## config.mk

```make
export PLATFORM = sky130hd
export DESIGN_NAME = amm_burst_tx
export DESIGN_NICKNAME = d
export VERILOG_FILES = /design/src/rtl/amm_burst_tx.sv
export SDC_FILE = /design/constraint.sdc
export NUM_CORES = 1
export LEC_CHECK = 0
export CORE_ASPECT_RATIO = 0.75
export CORE_MARGIN = 2
export CORE_UTILIZATION = 45
export DETAILED_ROUTE_END_ITERATION = 16
export GPL_TIMING_DRIVEN = 1
export PLACE_DENSITY = 0.8
export SYNTH_ARGS = -nofsm -noshare
export SYNTH_HDL_FRONTEND = slang
export SYNTH_SLANG_ARGS = --single-unit
```

## constraint.sdc

```tcl
create_clock -name clk_i -period 7.8 [get_ports clk_i]
set_clock_uncertainty 0.05 [all_clocks]
set_input_delay 1.56 -clock clk_i [delete_from_list [all_inputs] [get_ports clk_i]]
set_output_delay 1.56 -clock clk_i [all_outputs]
set_load 0.01 [all_outputs]
```

## src/rtl/amm_burst_tx.sv

```systemverilog
// Avalon-MM burst master: write bursts of generated data, read bursts with compare descriptors and read-credit tracking.
// Optional feature macro: TX_RND_DATA_EN enables the LFSR data pattern (RND_DATA mode); without it data is fixed.
package amm_burst_tx_pkg;
  localparam int CMP_ADDR_W  = 31;
  localparam int CMP_WORDS_W = 10;
  localparam int CMP_OFF_W   = 4;

  typedef struct packed {
    logic [CMP_ADDR_W-1:0]  start_addr;
    logic [CMP_WORDS_W-1:0] words_count;
    logic [7:0]             data_ptrn;
    logic                   data_mode;
    logic [CMP_OFF_W-1:0]   start_off;
    logic [CMP_OFF_W-1:0]   end_off;
  } cmp_struct_t;

  typedef enum logic [1:0] {IDLE_S = 2'd0, WRITE_S = 2'd1, READ_S = 2'd2} state_t;
endpackage

module amm_burst_tx
  import amm_burst_tx_pkg::*;
#(
  parameter int AMM_DATA_W    = 128,
  parameter int AMM_ADDR_W    = 31,
  parameter int AMM_BURST_W   = 11,
  parameter int MAX_RD_BURSTS = 4
) (
  input  logic                    clk_i,
  input  logic                    rst_i,
  input  logic                    test_start_i,
  input  logic                    cmd_valid_i,
  output logic                    cmd_ready_o,
  input  logic                    cmd_op_i,
  input  logic [AMM_ADDR_W-1:0]   cmd_addr_i,
  input  logic [AMM_BURST_W-2:0]  cmd_words_i,
  input  logic [7:0]              cmd_data_ptrn_i,
  input  logic                    cmd_data_mode_i,
  output logic [AMM_ADDR_W-1:0]   address_o,
  output logic [AMM_BURST_W-1:0]  burstcount_o,
  output logic                    write_o,
  output logic [AMM_DATA_W-1:0]   writedata_o,
  output logic [AMM_DATA_W/8-1:0] byteenable_o,
  output logic                    read_o,
  input  logic                    waitrequest_i,
  input  logic                    readdatavalid_i,
  output logic                    cmp_en_o,
  output cmp_struct_t             cmp_struct_o,
  output logic                    busy_o,
  output state_t                  state_o
);
  localparam int DATA_B_W = AMM_DATA_W / 8;
  localparam int WORDS_W  = AMM_BURST_W - 1;
  localparam int PTR_W    = (MAX_RD_BURSTS > 1) ? $clog2(MAX_RD_BURSTS) : 1;
  localparam int CNT_W    = $clog2(MAX_RD_BURSTS + 1);

  // Handshakes: a command transfers on a cycle with cmd_valid_i & cmd_ready_o; an Avalon
  // beat or read burst transfers on a cycle with write_o/read_o high and waitrequest_i low.

  state_t                  state_q, state_d;
  logic [AMM_ADDR_W-1:0]   addr_q, addr_d;
  logic [AMM_BURST_W-1:0]  burst_q, burst_d;
  logic [WORDS_W-1:0]      words_q, words_d;
  logic [7:0]              ptrn_q, ptrn_d;
  logic                    mode_q, mode_d;
  logic                    write_q, write_d;
  logic                    read_q, read_d;
  logic [AMM_DATA_W-1:0]   wdata_q, wdata_d;
  logic [DATA_B_W-1:0]     be_q, be_d;
  logic                    cmp_en_q, cmp_en_d;
  cmp_struct_t             cmp_q, cmp_d;
  logic                    busy_q, busy_d;
  logic [CNT_W-1:0]        inflight_q, inflight_d;
  logic [PTR_W-1:0]        wr_ptr_q, wr_ptr_d, rd_ptr_q, rd_ptr_d;
  logic [WORDS_W-1:0]      bcnt_q, bcnt_d;
  logic [WORDS_W-1:0]      len_q [MAX_RD_BURSTS];
  logic [WORDS_W-1:0]      len_d [MAX_RD_BURSTS];
  logic                    push, pop;

`ifndef TX_RND_DATA_EN
  logic unused_mode;
  assign unused_mode = cmd_data_mode_i;
`endif

  function automatic logic [PTR_W-1:0] ptr_inc(input logic [PTR_W-1:0] p);
    return (p == PTR_W'(MAX_RD_BURSTS - 1)) ? '0 : p + PTR_W'(1);
  endfunction

  always_comb begin
    state_d    = state_q;
    addr_d     = addr_q;
    burst_d    = burst_q;
    words_d    = words_q;
    ptrn_d     = ptrn_q;
    mode_d     = mode_q;
    cmp_en_d   = 1'b0;
    cmp_d      = cmp_q;
    inflight_d = inflight_q;
    wr_ptr_d   = wr_ptr_q;
    rd_ptr_d   = rd_ptr_q;
    bcnt_d     = bcnt_q;
    len_d      = len_q;
    push       = 1'b0;
    pop        = 1'b0;

    case (state_q)
      IDLE_S: begin
        if (cmd_valid_i) begin
          addr_d  = cmd_addr_i;
          words_d = cmd_words_i;
          ptrn_d  = cmd_data_ptrn_i;
          burst_d = AMM_BURST_W'(cmd_words_i) + AMM_BURST_W'(1);
`ifdef TX_RND_DATA_EN
          mode_d  = cmd_data_mode_i;
`else
          mode_d  = 1'b0;
`endif
          state_d = cmd_op_i ? READ_S : WRITE_S;
        end
      end
      WRITE_S: begin
        if (write_q && !waitrequest_i) begin
          if (words_q == '0) begin
            state_d = IDLE_S;
          end else begin
            words_d = words_q - WORDS_W'(1);
`ifdef TX_RND_DATA_EN
            if (mode_q) ptrn_d = {ptrn_q[6:0], ptrn_q[7] ^ ptrn_q[5] ^ ptrn_q[4] ^ ptrn_q[3]};
`endif
          end
        end
      end
      READ_S: begin
        if (read_q && !waitrequest_i) begin
          state_d               = IDLE_S;
          push                  = 1'b1;
          cmp_en_d              = 1'b1;
          cmp_d                 = '0;
          cmp_d.start_addr      = CMP_ADDR_W'(addr_q);
          cmp_d.words_count     = CMP_WORDS_W'(words_q);
          cmp_d.data_ptrn       = ptrn_q;
          cmp_d.data_mode       = mode_q;
        end
      end
      default: state_d = IDLE_S;
    endcase

    // Beats with nothing outstanding are stray and must not disturb the head counter.
    if (readdatavalid_i && inflight_q != '0) begin
      if (bcnt_q == len_q[rd_ptr_q]) begin
        pop      = 1'b1;
        bcnt_d   = '0;
        rd_ptr_d = ptr_inc(rd_ptr_q);
      end else begin
        bcnt_d = bcnt_q + WORDS_W'(1);
      end
    end
    if (push) begin
      len_d[wr_ptr_q] = words_q;
      wr_ptr_d        = ptr_inc(wr_ptr_q);
    end
    if (push && !pop)      inflight_d = inflight_q + CNT_W'(1);
    else if (!push && pop) inflight_d = inflight_q - CNT_W'(1);

    if (test_start_i) begin
      state_d    = IDLE_S;
      inflight_d = '0;
      wr_ptr_d   = '0;
      rd_ptr_d   = '0;
      bcnt_d     = '0;
      cmp_en_d   = 1'b0;
    end

    write_d = (state_d == WRITE_S);
    read_d  = (state_d == READ_S) && (inflight_d < CNT_W'(MAX_RD_BURSTS));
    be_d    = write_d ? '1 : '0;
    wdata_d = {DATA_B_W{ptrn_d}};
    busy_d  = (state_q != IDLE_S) || (inflight_q != '0);
  end

  always_ff @(posedge clk_i or posedge rst_i) begin
    if (rst_i) begin
      state_q    <= IDLE_S;
      addr_q     <= '0;
      burst_q    <= '0;
      words_q    <= '0;
      ptrn_q     <= '0;
      mode_q     <= 1'b0;
      write_q    <= 1'b0;
      read_q     <= 1'b0;
      wdata_q    <= '0;
      be_q       <= '0;
      cmp_en_q   <= 1'b0;
      cmp_q      <= '0;
      busy_q     <= 1'b0;
      inflight_q <= '0;
      wr_ptr_q   <= '0;
      rd_ptr_q   <= '0;
      bcnt_q     <= '0;
      len_q      <= '{default: '0};
    end else begin
      state_q    <= state_d;
      addr_q     <= addr_d;
      burst_q    <= burst_d;
      words_q    <= words_d;
      ptrn_q     <= ptrn_d;
      mode_q     <= mode_d;
      write_q    <= write_d;
      read_q     <= read_d;
      wdata_q    <= wdata_d;
      be_q       <= be_d;
      cmp_en_q   <= cmp_en_d;
      cmp_q      <= cmp_d;
      busy_q     <= busy_d;
      inflight_q <= inflight_d;
      wr_ptr_q   <= wr_ptr_d;
      rd_ptr_q   <= rd_ptr_d;
      bcnt_q     <= bcnt_d;
      len_q      <= len_d;
    end
  end

  assign cmd_ready_o  = (state_q == IDLE_S);
  assign address_o    = addr_q;
  assign burstcount_o = burst_q;
  assign write_o      = write_q;
  assign writedata_o  = wdata_q;
  assign byteenable_o = be_q;
  assign read_o       = read_q;
  assign cmp_en_o     = cmp_en_q;
  assign cmp_struct_o = cmp_q;
  assign busy_o       = busy_q;
  assign state_o      = state_q;
endmodule

```

### Placed cells, one color a class, run 1

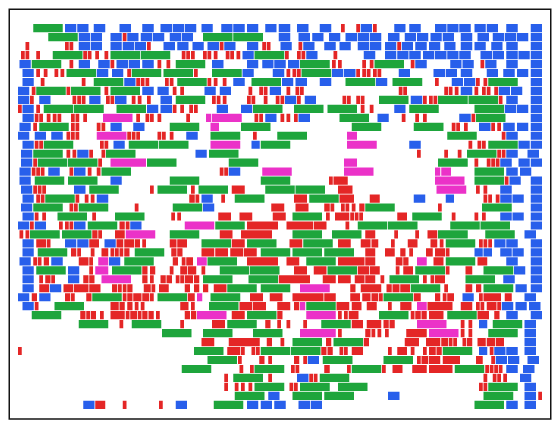
color	class	cells	share of their area
red	remaining logic cells	562	28%
blue	remaining buffers and delay cells	303	27%
green	registers	172	39%
magenta	clock drivers and dummy loads	32	5.3%

### Clock routing, run 1

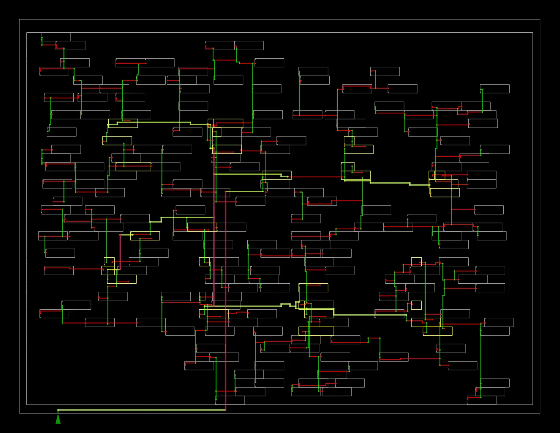
Flop Count: 172
cts bufs inserted: 17

### Drive-strength map, run 1

The bar under the picture is 50 um long.
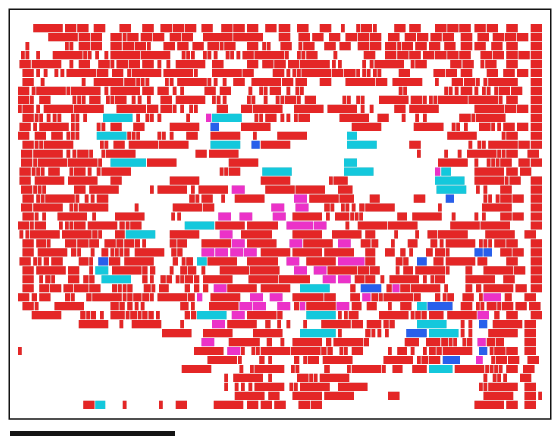
color	size	cells	share
cyan	x6 and larger	27	2.5%
magenta	x2	44	4.1%
red	x1 and smaller	985	92%
blue	x3 and x4	13	1.2%

### Register map, names as in the netlist, run 1

The bar under the picture is 50 um long. Other sequential cells in the stronger gray, the rest of the logic in the fainter gray.
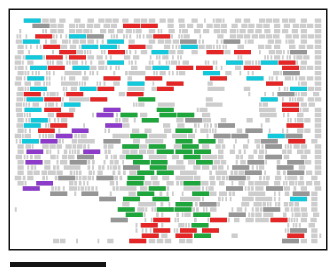
color	name in the netlist	placed flops
red	cmp_struct_o	49
cyan	address_o	31
green	len_q	40
purple	burstcount_o	11
not colored	41

==> results.toml, run 1 <==
# physical design summary
[pwr]
p_per_area_nw_per_um2 = 306
p_total_mw = 3.47
pwr-share-comb_pct = 38.1
comb_power_mw = 1.32
switchingPower_mw = 1.18
leakagePower_nw = 5.29
pg_clk_mw = 0.851

[logic_synthesis]
muxShareOfSynthArea_pct = 7.41
ys_sh_simple_pct = 18.3
ys_cells = 910
yosys.stat.seqShare_pct = 50.0
topCellsByArea = "dfrtp_1, nand2_1, buf_4"
synth.most_common_cell = "nand2_1"
synth-async-reset-ratio_pct = 100
yosys_warnings = 0
yosys_area_um2 = 8620
ys.flops = 172
ys_sh_aoi_pct = 4.75
ff_type = "dfrtp_1"
top_area_cell = "dfrtp_1"

[detailed_routing]
vias = 6407
wl_um = 21700
drtIter0Drc = 508

[finish]
sh_seq_area_pct = 38.0
finalInstanceArea_um2 = 11300
nonClockInverterCount = 10
flop_area_um2 = 4300
syn_to_final_growth_pct = 31.5
final_util_pct = 60.8
largest_class = "registers"

[clock_network]
clock_path_buffers = 2
ctsResizeCount = 0
ctsHoldBuffers = 0
tritoncts = "done"

[die]
fp-utilization_pct = 46.3
ios = 308
taps = 247

[critical_path]
rr_worst_depth = 9
regToRegStartpoint = "words_q[0]$_DFFE_PP0P_"
r2r_end = "words_q[0]$_DFFE_PP0P_"

[sta]
hold_viol = 0
finalMaxSlewViolations = 0
period_needed_ns = 3.53
period_used_pct = 45.3
grt_setup_unrepaired = "no"

[placed_design]
io_buffers = 297
place_inst = 1284

[run_status]
status = "finished, final reports clean"

[flow_run]
warnings = 34
==> run 1: worst max-delay path: cells and delay by family <==
| kind | cells | cell delay (ns) |
|---|---|---|
| buffers and inverters | 2 | 0.97 |
| multiplexers | 1 | 0.43 |
| AND/OR/NAND/NOR | 2 | 0.82 |
==> run 1: per-layer routing <==
metal	GRT usage, %	wire length [um]	up-vias
met2	34.9	10500	194
met5	0	0	-
met3	6.16	1410	14
li1	-	-	3060
met1	27.9	9580	3139
met4	5.65	252	0
==> run 1: registers in the layout, summed over array words and instances (netlist names) <==
register and flops:
words_q 10, writedata_o 8, bcnt_q 10, address_o 31, cmp_struct_o 49, wr_ptr_q 2
burstcount_o 11, cmp_en_o 1, inflight_q 3, read_o 1, byteenable_o 1, busy_o 1
len_q 40, rd_ptr_q 2, state_o 2
## Run 2: what changed since run 1
- CORE_UTILIZATION: 45 -> 41
- PLACE_DENSITY: 0.8 -> 0.77
- clock period: 7.8 -> 3.2 ns (I/O delays scaled with it)
### Clock distribution, run 2

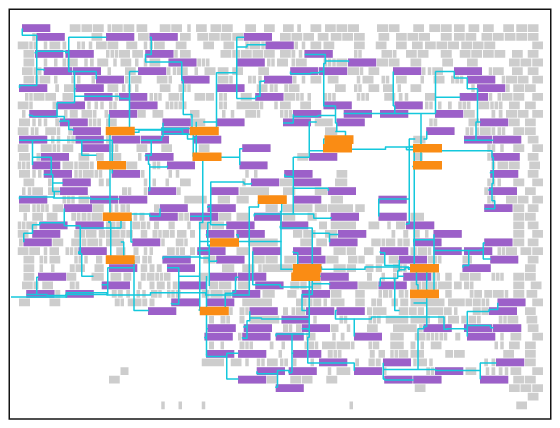
[purple] flip-flops | count: 172
[orange] clock-net drivers | count: 17
[cyan] clock wires | length: 2,230 um
flops lie	widely spread

### Clock routing, run 2

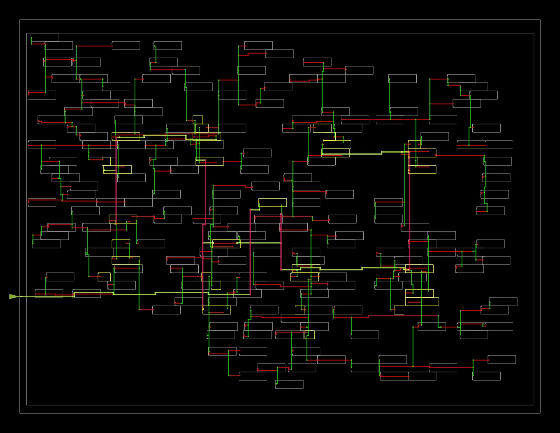
clock sink total: 172
clock latency at the later pin of the worst-skew pair: 0.43 ns
Clk power: 2.12 mW

==> results.toml, run 2 <==
# physical design summary
[die]
die_w_um = 171
dieArea_um2 = 22200
fp.coreArea_um2 = 20400
fp-utilization_pct = 42.2
ios = 308

[clock_network]
cts_inserted_buffers = 17
cts_setup_buffers = 0
clkTransAtPathRegs_ns = 0.08
htree_num_levels = 4
ctsResizeCount = 0
tritoncts = "done"
ctsHoldBuffers = 0
clock_path_buffers = 2

[finish]
final_util_pct = 56.4
nFillCells = 1773
stdcell_count = 1365
syn_to_final_growth_pct = 33.8
largest_register_ffs = 49
drive_gt1_share_pct = 9.05
layout.cells.most_common_list = "nand2_1, clkdlybuf4s50_1, dfrtp_1, nor2_1, o21ai_0"

[critical_path]
worstPathRequired_ns = 3.47
rr_worst_depth = 7
rrSetupSlack_ns = 0.16
cp.depth = 7
r2r_end = "inflight_q[2]$_DFF_PP0_"
crit_buf_inv = 0
critical_path_class = "reg2reg"
cp-endpoint = "inflight_q[2]$_DFF_PP0_"
crit_chain = "mux4_1 > xnor2_1 > nand4_1 > a211o_4 > o211a_4 > a31oi_4 > mux2_4"
critPathLaunchType = "register"
regToRegStartpoint = "rd_ptr_q[0]$_DFFE_PP0P_"
cpPeakStageDelay_ns = 0.74
path_delay_family = "multiplexers"
slowest_stage = "dfrtp_1"

[logic_synthesis]
syn_inst = 910
muxShareOfSynthArea_pct = 7.41
ys_cells = 910
yosys.stat.seqShare_pct = 50.0
yosys_warnings = 0
ys.flops = 172
synth_top_area_share_pct = 50.0
ys_top_logic_family = "simple AND/OR/NAND/NOR gates"
ys_sh_aoi_pct = 4.75
top_area_cell = "dfrtp_1"
ff_type = "dfrtp_1"
synth-async-reset-ratio_pct = 100
synth.cellmix.xorXnorShare_pct = 3.05
ys_types = 48
synth.most_common_cell = "nand2_1"
ys_sh_simple_pct = 18.3
yosys_area_um2 = 8620
topCellsByArea = "dfrtp_1, nand2_1, buf_4"
synthesis.area_um2 = 8620

[detailed_routing]
maxUsedRoutingLayer = "met4"
ant_nets = 0
drcViolationCount = 0
wl_per_cell_um = 16.2
drtIter0Drc = 455
vias = 6439
wl_met3_um = 1560
drt-met1-wl_um = 9840
via_per_inst = 4.72
wl_met2_um = 10500
wl_um = 22200

[pwr]
leakagePower_nw = 5.36
p_per_area_nw_per_um2 = 737
switchingPower_mw = 2.96
power.share.clock_pct = 24.9
internal_power_mw = 5.54
pwr-share-comb_pct = 37.9
comb_power_mw = 3.22

[sta]
finalMaxSlewViolations = 0
period_needed_ns = 3.04
setup_tns_ns = 0
period_used_pct = 94.9
hold_viol = 0
grt_setup_unrepaired = "no"

[min_path]
hold_depth = 2

[placed_design]
io_buffers = 297
place_inst = 1333
hpwlAfterDp_um = 16100

[global_route]
grt.busiest_layer = "met2"
grt_pass1_vias = 6141
grtUsageMet2_pct = 31.3
use_met1_pct = 26.3
grt_start_max_net_pins = 57
use_met3_pct = 4.80

[flow_run]
drv_cap = 0
warnings = 32

[run_status]
status = "finished, final reports clean"
[run 2: cell counts after synthesis]
No cell type changed its count.
[run 2: through the flow]
step	cell area (um2)	power (mW)	worst slack (ns)	hold slack (ns)
final	11500	8.50	0.162	0.422
after global routing	11500	8.96	0.0475	0.436
after CTS	11500	8.58	0.169	0.427
after detailed placement	10900	6.45	0.168	0.411
after global placement	10900	6.36	0.253	0.406
after floorplan	8650	5.03	0.313	0.392
[run 2: layout make-up]
cell class,count,area (um2),share of cell area [%]
Tap cell,282,353,3.06
Clock buffer,17,425,3.69
Multi-Input combinational cell,552,3060,26.6
Inverter,10,41.3,0.358
Clock inverter,15,176,1.53
Sequential cell,172,4300,37.3
Timing Repair Buffer,317,3160,27.4
Power and IR drop assume default switching activity.
